### Ports around the boundary

Pins as bars across the die edge, other pins in grey.
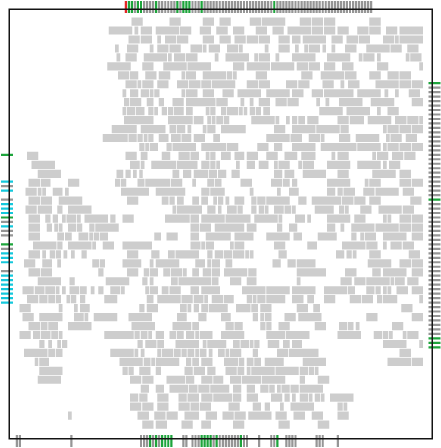
### Placement by cell class

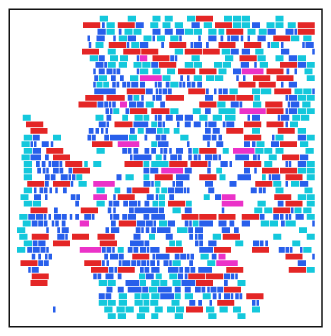
[src/rtl/fetch_stage.sv]
// fetch_stage: PC register with redirect/stall plus IF/ID pipeline register and flush bubble counter
module fetch_stage #(
  parameter logic [31:0] RESET_PC  = 32'h0000_0000,
  parameter logic [31:0] NOP_INSTR = 32'h0000_0000
) (
  input  logic        Clk,
  input  logic        Reset,
  input  logic        StallF,
  input  logic        StallD,
  input  logic        FlushD,
  input  logic        PCSrcD,
  input  logic [31:0] PCTargetD,
  input  logic [31:0] InstrDataF,
  output logic [31:0] InstrAddrF,
  output logic [31:0] PCPlus4F,
  output logic [31:0] InstructionD,
  output logic [31:0] PCPlus4D,
  output logic        ValidD,
  output logic [15:0] BubbleCount
);
  logic [31:0] pc_q, pc_d, instr_q, instr_d, pcp4_q, pcp4_d;
  logic        valid_q, valid_d;
  logic [15:0] bubble_q, bubble_d;
  assign InstrAddrF   = pc_q;
  assign PCPlus4F     = pc_q + 32'd4;
  assign InstructionD = instr_q;
  assign PCPlus4D     = pcp4_q;
  assign ValidD       = valid_q;
  assign BubbleCount  = bubble_q;
  // next PC, IF/ID contents and bubble count; flush beats stall on IF/ID
  always_comb begin
    pc_d     = StallF ? pc_q : PCSrcD ? {PCTargetD[31:2], 2'b00} : PCPlus4F;
    instr_d  = FlushD ? NOP_INSTR : StallD ? instr_q : InstrDataF;
    pcp4_d   = FlushD ? 32'd0 : StallD ? pcp4_q : PCPlus4F;
    valid_d  = FlushD ? 1'b0 : StallD ? valid_q : 1'b1;
    bubble_d = (FlushD && bubble_q != 16'hFFFF) ? bubble_q + 16'd1 : bubble_q;
  end
  // state registers with synchronous reset overriding everything
  always_ff @(posedge Clk) begin
    if (Reset) begin
      pc_q     <= {RESET_PC[31:2], 2'b00};
      instr_q  <= NOP_INSTR;
      pcp4_q   <= 32'd0;
      valid_q  <= 1'b0;
      bubble_q <= 16'd0;
    end else begin
      pc_q     <= pc_d;
      instr_q  <= instr_d;
      pcp4_q   <= pcp4_d;
      valid_q  <= valid_d;
      bubble_q <= bubble_d;
    end
  end
endmodule

[config.mk]
export PLATFORM = sky130hd
export DESIGN_NAME = fetch_stage
export DESIGN_NICKNAME = d
export VERILOG_FILES = /design/src/rtl/fetch_stage.sv
export SDC_FILE = /design/constraint.sdc
export NUM_CORES = 1
export LEC_CHECK = 0
export CAP_MARGIN = 20
export CORE_AREA = 2 2 126 128
export CTS_CLUSTER_SIZE = 25
export DETAILED_ROUTE_END_ITERATION = 8
export DIE_AREA = 0 0 128 130
export PLACE_DENSITY = 0.66
export SYNTH_ARGS = -nofsm -noshare
export SYNTH_HDL_FRONTEND = slang
export SYNTH_SLANG_ARGS = --single-unit
[constraint.sdc]
create_clock -name Clk -period 3.5 [get_ports Clk]
set_input_delay 1.05 -clock Clk [delete_from_list [all_inputs] [get_ports Clk]]
set_output_delay 1.05 -clock Clk [all_outputs]
set_load 0.005 [all_outputs]
==> notes.md <==
flow finished, numbers: post-layout period usage 98.26%, Post-Layout Cell Count 1026, Comb pwr share 16.2%, Init Core Util 34.03%, most frequent cell after synthesis dfxtp_1, CTS max path bufs 2, clk slew on worst S/H paths 0.08 ns, total power draw 0.002920 W, Net Sw Power 0.0007807 W, final slew viol count 0, hpwl dp 12610 um, Inverters 25, ant diodes 0, worst setup path endpoint PCPlus4F[27], Unique cell types 51, Dominant combinational family simple AND/OR/NAND/NOR gates, pwr/cell area 355.4 mW/mm^2, ys cells 613, Met2 Routed Length 8092 um, Setup-failing EPs final 0, drt total wl 17110 um, Pleak 3.396 nW, TritonRoute pass-1 iters 5, Worst VDD drop 0.2569 mV, length of routed wiring on met1 7475 um, GRT Total Usage 19.56%, registers 109, Adder Share, Synth 0.4768%, Multi-In Gates 434, Sum Neg Setup Slack 0 ns, crit path DAT 2.39 ns, logic area 0.002944 sq mm, most used cell, CP buf_4, met3 routed WL 1062 um, synth warn 0, Top-area cell share 41.57%, GR Util met1 24.75%, Hold Path Cell Cnt 2, Post-CTS Setup Bufs 9, FF/Latch Area 0.002198 sq mm, max-cap viol count 0, vias in the first global route 4893, final net count 901, Commonest Layout Cell clkdlybuf4s50_1, reg-to-reg slack, setup 1.49 ns, Comb. pwr 0.000474 W, share of post-route cells with drive strength above 1 12.95%, critical path depth 7, synthesized chip area reported by yosys 0.005249 sq mm, Sinks on Clock Net 109, RR Startpoint BubbleCount[0], Tap Cells 192, Worst-Margin Slew 0.7962 ns, Setup Slack @ Placement 0.1901 ns, unrepaired setup endpoints after global routing yes, skew final 0.01205 ns, post-synth top area cell dfxtp_1, Layout Area Growth over Synthesis 56.54%, met3 Track Usage GR 4.264%, Buf/Inv on CP 3, run status complete, no violations, first-pass GRT wire length 25760 um, routed len/inst 16.68 um, DIE AREA 0.01664 sq mm, WS Path Type reg2out, CP max FO 7, ANT nets after route 0, cts repair resizes 25, Hold Fails Final Rpt 0, relative slew slack 46.92%, Data required, critical path 2.45 ns, Top Metal Used met4
-- 'Ports around the boundary' (at the start) --
colour	port	pins	direction	edge
red	Clk	1	input	top
green	InstrAddrF	32	output	13 bottom, 11 top, 5 right, 3 left
cyan	BubbleCount	16	output	left
all pins by edge	82 top, 60 right, 47 bottom, 26 left
chip width: 128 um
Die Y: 130 um
PortBufs: 206

-- 'Placement by cell class' (at the start) --
colour	class	cells	share of their area
cyan	remaining buffers and delay cells	250	30%
magenta	clock drivers and dummy loads	16	4.1%
blue	combinational and other logic	459	38%
red	sequential cells	109	28%
flop share of the area: 26.76%
Layout Utilization: 53.27%
final cell area excluding filler cells: 0.008217 sq mm
FP Rows: 46

No activity file was given, so power comes from the tool's default toggle rates.
